`src/rtl/clk_edge_gen.sv`:
```
// Multi-channel divided-clock generator with edge strobes, delayed strobes and edge counters.
// All channels launch together on start and return to idle together on stop.
module clk_edge_gen #(
  parameter int unsigned NCH   = 4,
  parameter int unsigned DIV_W = 8,
  parameter int unsigned DLY_W = 4,
  parameter int unsigned CNT_W = 16,
  localparam int unsigned CH_W = (NCH > 1) ? $clog2(NCH) : 1
) (
  input  logic                 clk,
  input  logic                 rst,
  input  logic                 cfg_valid,
  output logic                 cfg_ready,
  input  logic [CH_W-1:0]      cfg_ch,
  input  logic [DIV_W-1:0]     cfg_half,
  input  logic [DIV_W-1:0]     cfg_phase,
  input  logic [DLY_W-1:0]     cfg_dly,
  input  logic [1:0]           cfg_mode,
  input  logic                 start,
  input  logic                 stop,
  output logic [NCH-1:0]       gclk,
  output logic [NCH-1:0]       pos_stb,
  output logic [NCH-1:0]       neg_stb,
  output logic [NCH-1:0]       dly_stb,
  output logic [NCH-1:0]       dly_ovf,
  output logic [NCH*CNT_W-1:0] edge_cnt,
  output logic                 busy
);

  typedef enum logic [1:0] {StIdle, StPhase, StRun} state_e;

  logic [NCH-1:0] active;
  logic           start_go;
  logic           cfg_we;

  assign busy      = |active;
  assign cfg_ready = ~busy;
  assign start_go  = start & ~stop & ~busy;
  assign cfg_we    = cfg_valid & ~busy;

  for (genvar i = 0; i < NCH; i++) begin : g_ch
    state_e           state_q;
    logic [DIV_W-1:0] half_q, phase_q, cnt_q, half_eff;
    logic [DLY_W-1:0] dly_q, dcnt_q;
    logic [1:0]       mode_q;
    logic             gclk_q, pos_q, neg_q, dstb_q, ovf_q, pend_q;
    logic [CNT_W-1:0] ecnt_q;
    logic             ev_pos, ev_neg, ev_sel, dly_due, arm;

    // ev_pos/ev_neg: an edge strobe will be shown in the next cycle.
    always_comb begin
      half_eff = (half_q == '0) ? DIV_W'(1) : half_q;
      ev_pos   = 1'b0;
      ev_neg   = 1'b0;
      if (!stop) begin
        case (state_q)
          StIdle:  ev_pos = start_go && (mode_q != 2'b00) && (phase_q == '0);
          StPhase: ev_pos = (cnt_q == '0);
          StRun: begin
            if (cnt_q == '0) begin
              ev_pos = ~gclk_q;
              ev_neg = gclk_q;
            end
          end
          default: ;
        endcase
      end
      ev_sel  = (ev_pos & mode_q[0]) | (ev_neg & mode_q[1]);
      dly_due = !stop && pend_q && (dcnt_q == DLY_W'(1));
      arm     = ev_sel && (dly_q != '0);
    end

    always_ff @(posedge clk or posedge rst) begin
      if (rst) begin
        state_q <= StIdle;
        half_q  <= DIV_W'(1);
        phase_q <= '0;
        dly_q   <= '0;
        mode_q  <= 2'b00;
        cnt_q   <= '0;
        dcnt_q  <= '0;
        gclk_q  <= 1'b0;
        pos_q   <= 1'b0;
        neg_q   <= 1'b0;
        dstb_q  <= 1'b0;
        ovf_q   <= 1'b0;
        pend_q  <= 1'b0;
        ecnt_q  <= '0;
      end else begin
        pos_q  <= ev_pos;
        neg_q  <= ev_neg;
        dstb_q <= dly_due | (ev_sel && (dly_q == '0));

        if (cfg_we && (cfg_ch == CH_W'(i))) begin
          half_q  <= cfg_half;
          phase_q <= cfg_phase;
          dly_q   <= cfg_dly;
          mode_q  <= cfg_mode;
        end

        if (stop) begin
          state_q <= StIdle;
          gclk_q  <= 1'b0;
          pend_q  <= 1'b0;
        end else begin
          // cnt_q holds remaining phase cycles in StPhase, remaining level cycles in StRun.
          case (state_q)
            StIdle: begin
              if (start_go && (mode_q != 2'b00)) begin
                if (phase_q == '0) begin
                  state_q <= StRun;
                  gclk_q  <= 1'b1;
                  cnt_q   <= half_eff - DIV_W'(1);
                end else begin
                  state_q <= StPhase;
                  cnt_q   <= phase_q - DIV_W'(1);
                end
              end
            end
            StPhase: begin
              if (cnt_q == '0) begin
                state_q <= StRun;
                gclk_q  <= 1'b1;
                cnt_q   <= half_eff - DIV_W'(1);
              end else begin
                cnt_q <= cnt_q - DIV_W'(1);
              end
            end
            StRun: begin
              if (cnt_q == '0) begin
                gclk_q <= ~gclk_q;
                cnt_q  <= half_eff - DIV_W'(1);
              end else begin
                cnt_q <= cnt_q - DIV_W'(1);
              end
            end
            default: state_q <= StIdle;
          endcase

          if (arm) begin
            pend_q <= 1'b1;
            dcnt_q <= dly_q;
          end else if (dly_due) begin
            pend_q <= 1'b0;
          end else if (pend_q) begin
            dcnt_q <= dcnt_q - DLY_W'(1);
          end
        end

        // A delay firing in the same cycle as the new edge is delivered, not overrun.
        if (start_go) begin
          ovf_q <= 1'b0;
        end else if (arm && pend_q && !dly_due) begin
          ovf_q <= 1'b1;
        end

        if (start_go) begin
          ecnt_q <= ev_pos ? CNT_W'(1) : '0;
        end else if ((ev_pos | ev_neg) && (ecnt_q != '1)) begin
          ecnt_q <= ecnt_q + CNT_W'(1);
        end
      end
    end

    assign active[i]                   = (state_q != StIdle);
    assign gclk[i]                     = gclk_q;
    assign pos_stb[i]                  = pos_q;
    assign neg_stb[i]                  = neg_q;
    assign dly_stb[i]                  = dstb_q;
    assign dly_ovf[i]                  = ovf_q;
    assign edge_cnt[i*CNT_W +: CNT_W]  = ecnt_q;
  end

endmodule

```
`config.mk`:
```
export PLATFORM = sky130hd
export DESIGN_NAME = clk_edge_gen
export DESIGN_NICKNAME = d
export VERILOG_FILES = /design/src/rtl/clk_edge_gen.sv
export SDC_FILE = /design/constraint.sdc
export NUM_CORES = 1
export LEC_CHECK = 0
export CORE_MARGIN = 2
export CORE_UTILIZATION = 34
export CTS_CLUSTER_SIZE = 14
export DETAILED_ROUTE_END_ITERATION = 8
export GPL_ROUTABILITY_DRIVEN = 0
export SYNTH_ARGS = -nofsm -noshare
export SYNTH_HDL_FRONTEND = slang
export SYNTH_SLANG_ARGS = --single-unit
```
`constraint.sdc`:
```
create_clock -name clk -period 11.2 [get_ports clk]
set_clock_uncertainty 0.1 [all_clocks]
set_input_delay 2.24 -clock clk [delete_from_list [all_inputs] [get_ports clk]]
set_output_delay 2.24 -clock clk [all_outputs]
set_load 0.02 [all_outputs]
```
### PDN straps and rails

(2 px per um) Pins as bars on the die edge. Tap cells in grey.
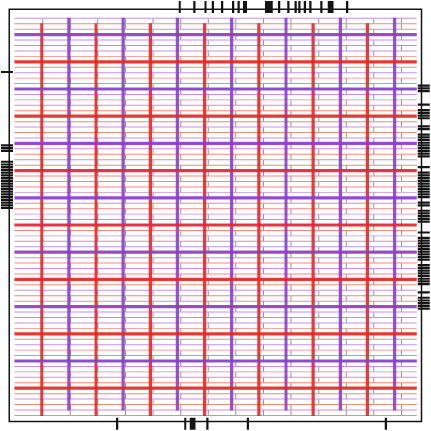
legend:
  red:
    net: VSS
  purple:
    net: VDD
met4 straps: 14
rows: 73
met1 rails: 74
met5 straps: 14
signal pins: 115
Core Region: 39900 um^2
worst vdd ir: 0.123 mV
Die X-Extent: 205 um

### Cell classes on the final placement

(2 px per um) Fill, decap, tap and diode cells in grey.
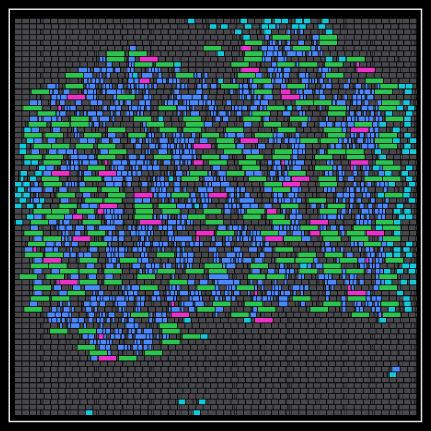
legend:
  green:
    class: registers
    cells: 232
  blue:
    class: remaining logic cells
    cells: 1162
  magenta:
    class: clock drivers and dummy loads
    cells: 49
  cyan:
    class: remaining buffers and delay cells
    cells: 122

### Routed clock nets over the placement

(2 px per um)
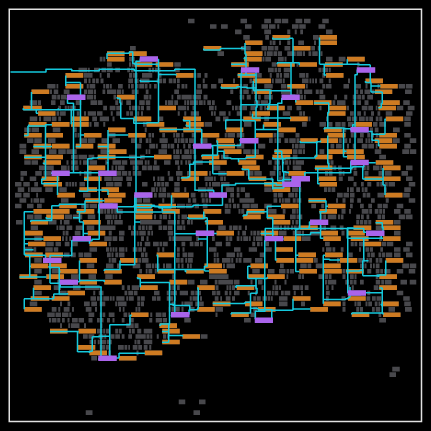
legend:
  purple:
    item: clock-net drivers
    count: 27
  orange:
    item: flip-flops
    count: 232
  cyan:
    item: clock wires
    length: 3340 um
routed clock nets: 28

## cells in the final DEF, fill, tap and decap left out, drive strengths merged, types with 17 or more instances in the layout
| cell | n |
|---|---|
| a31oi | 17 |
| nor3 | 37 |
| nand2 | 125 |
| nor2 | 139 |
| clkbuf | 42 |
| o211ai | 17 |
| xnor2 | 27 |
| mux2 | 87 |
| xor2 | 40 |
| o21ai | 91 |
| nor2b | 18 |
| inv | 64 |
| ha | 46 |
| nand4 | 21 |
| a21oi | 95 |
| dfrtp | 228 |
| or3 | 39 |
| clkdlybuf4s50 | 113 |
| nand3 | 54 |
## through the flow
step | cells | setup slack, ps
6_report | 2090 | 5890
4_1_cts | 2090 | 5840
3_5_place_dp | 2041 | 5920
5_1_grt | 2090 | 5740
3_3_place_gp | 2041 | 6030
2_1_floorplan | 1466 | 2510
## area by class of cell
type / count / share of cell area, %
tap: 525 / 4.06
multi-input combinational: 1098 / 45.7
inverter: 64 / 1.53
clock buffer: 42 / 4.96
clock inverter: 7 / 0.410
timing repair buffer: 122 / 7.40
sequential: 232 / 35.9
## flip-flops by register name (all words and copies together), names as in the netlist, 8 cells and up
register / count
g_ch.state_q: 8
g_ch.dcnt_q: 16
g_ch.ecnt_q: 64
g_ch.mode_q: 8
g_ch.dly_q: 16
g_ch.phase_q: 32
g_ch.cnt_q: 32
g_ch.half_q: 32
## worst paths after layout
path | from | end | cells after the start
worst min register to register | g_ch[1].dly_q[0]$_DFFE_PP0P_ | g_ch[1].dcnt_q[0]$_DFFE_PP0P_ | 2
worst min-delay path | g_ch[1].dly_q[0]$_DFFE_PP0P_ | g_ch[1].dcnt_q[0]$_DFFE_PP0P_ | 2
max in group asynchronous | rst | g_ch[0].half_q[6]$_DFFE_PP0P_ | 4
worst max register to register | g_ch[1].state_q[1]$_DFFE_PP0P_ | g_ch[2].ecnt_q[6]$_DFFE_PP0P_ | 8
min in group asynchronous | rst | g_ch[1].ecnt_q[6]$_DFFE_PP0P_ | 2
worst max-delay path | g_ch[1].state_q[1]$_DFFE_PP0P_ | cfg_ready | 4
## cells by family (layout without fill, tap and decap cells)
| group | count (synthesis) | count (layout) | synth area share (%) |
|---|---|---|---|
| compound gates | 345 | 345 | 16.5 |
| xor+xnor | 67 | 67 | 4.25 |
| fa+ha+maj | 46 | 46 | 4.17 |
| buf+inv | 136 | 235 | 4.41 |
| flops | 232 | 232 | 42.1 |
| mux | 97 | 97 | 7.83 |
| simple gates | 543 | 543 | 20.8 |
## power by group through the flow
| stage | combinational [W] | sequential (W) | clock (W) |
|---|---|---|---|
| after floorplan | 0.00114 | 0.00133 | 0 |
| after global placement | 0.00146 | 0.00140 | 0 |
| after detailed placement | 0.00148 | 0.00141 | 0 |
| after CTS | 0.00149 | 0.00140 | 0.000886 |
| after global routing | 0.00167 | 0.00145 | 0.000919 |
| final | 0.00149 | 0.00140 | 0.000865 |
## metal layers
layer / global-route usage, % / up-vias / routed length (um)
li1: - / 5499 / -
met4: 3.47 / 0 / 680
met5: 0 / - / 0
met2: 26.5 / 285 / 15700
met3: 2.22 / 42 / 1790
met1: 24.8 / 5532 / 17500
==> impl_metrics.json <==
{
  "status": "finished, final reports clean",
  "final_util_pct": 40.5,
  "path_delay_family": "buffers and inverters",
  "yosys.area.top_type": "dfrtp_1",
  "clock.fmax_mhz": 188,
  "hold_buffers": 0,
  "ys.warnings.count": 0,
  "crit_slowest_cell": "and4_1",
  "yosys-top-cells-count": "dfrtp_1 (228), nor2_1 (138), nand2_1 (124)",
  "logic_area_um2": 7390,
  "overflow": 0,
  "p_total_w": 0.00376,
  "clkTransAtPathRegs_ps": 60,
  "placed_area_um2": 15300,
  "grt_pass1_wl_mm": 57.4,
  "worstPathCellList": "inv_1 -> ha_1 -> and4_1 -> clkdlybuf4s50_1",
  "seq_power_share_pct": 37.3,
  "fin_area_um2": 16200,
  "r2r_setup_slack_ps": 7420,
  "cp_max_fo": 12,
  "grt_max_degree": 142,
  "n_antenna_cell": 0,
  "cts_root_buf": "clkbuf_16",
  "clock_power_share_pct": 23.0,
  "critical_path_class": "reg2out",
  "synth_top_cell_by_count": "dfrtp_1",
  "ys_cells": 1466,
  "nets": 1620,
  "hpwl_mm": 25.7,
  "post-route-min-period_ps": 5310,
  "syn2layout_area_growth_pct": 17.2,
  "syn_area_um2": 13800,
  "tightestPinTransition_ps": 1140,
  "final-setup-viol-count": 0,
  "wl_per_cell_um": 17.1,
  "cts_resized": 0,
  "grtUsageTotal_pct": 16.9,
  "cp_slowest_stage_delay_ps": 800,
  "chipArea_um2": 42200,
  "flop_cell": "dfrtp_1",
  "fp_util_pct": 34.6,
  "drt_first_iter_violations": 795,
  "power_density_nw_per_um2": 233,
  "vias": 11400,
  "fin_hold_ws_ps": 417,
  "fin_crit_sh_pct": 47.4,
  "pin_count": 115,
  "drive_above_1_share_pct": 11.4,
  "wirelength_mm": 35.7,
  "ctsHtreeMaxLevel": 1,
  "rsz0062_at_grt": "false",
  "ys_async_sr_fraction_pct": 100,
  "switching_share_pct": 39.8,
  "ys_ff": 232,
  "drc_errors": 0,
  "hp-class": "reg2reg",
  "post_cts_buffers": 0,
  "viasPerCell": 5.43,
  "warnings": 50,
  "cp.required_ps": 8860,
  "seqCellArea_um2": 5810,
  "cts.sinks": 232,
  "fin_setup_tns_ps": 0,
  "cts.path.max_buffers": 3,
  "edf_count": 0,
  "cts_tree": "yes",
  "synth_seq_share_pct": 42.1,
  "final_max_slew_viol_count": 0,
  "insertion_delay_ps": 550,
  "io_buffers": 114,
  "p_sw_w": 0.00150,
  "synth_cell_types": 92,
  "drv_cap": 0,
  "syn_inst": 1466,
  "numCtsBuffers": 27,
  "rows": 73,
  "path_buffers": 2,
  "slew_headroom_pct": 23.6,
  "fill_cells": 3928,
  "yosysChipArea_um2": 13800,
  "power.share.combinational_pct": 39.7,
  "hold_violations": 0,
  "floorplan.nets": 1541,
  "top_cells_by_area": "dfrtp_1 (41%), mux2_2 (7.1%), ha_1 (4.2%)",
  "syn_area_per_cell_um2": 9.41,
  "cp.arrival_ps": 2970,
  "internal_power_w": 0.00226,
  "first_global_vias": 10500,
  "first_pass_iters": 5,
  "power_leakage_nw": 6.52,
  "antenna_found_initial": 0,
  "ant_nets": 0,
  "yosys.area.top_type_share_pct": 41.4,
  "startpoint_type": "register",
  "worstSetupEndpointType": "output port"
}
Power figures rest on the tool's default switching activity, not on a simulated workload.
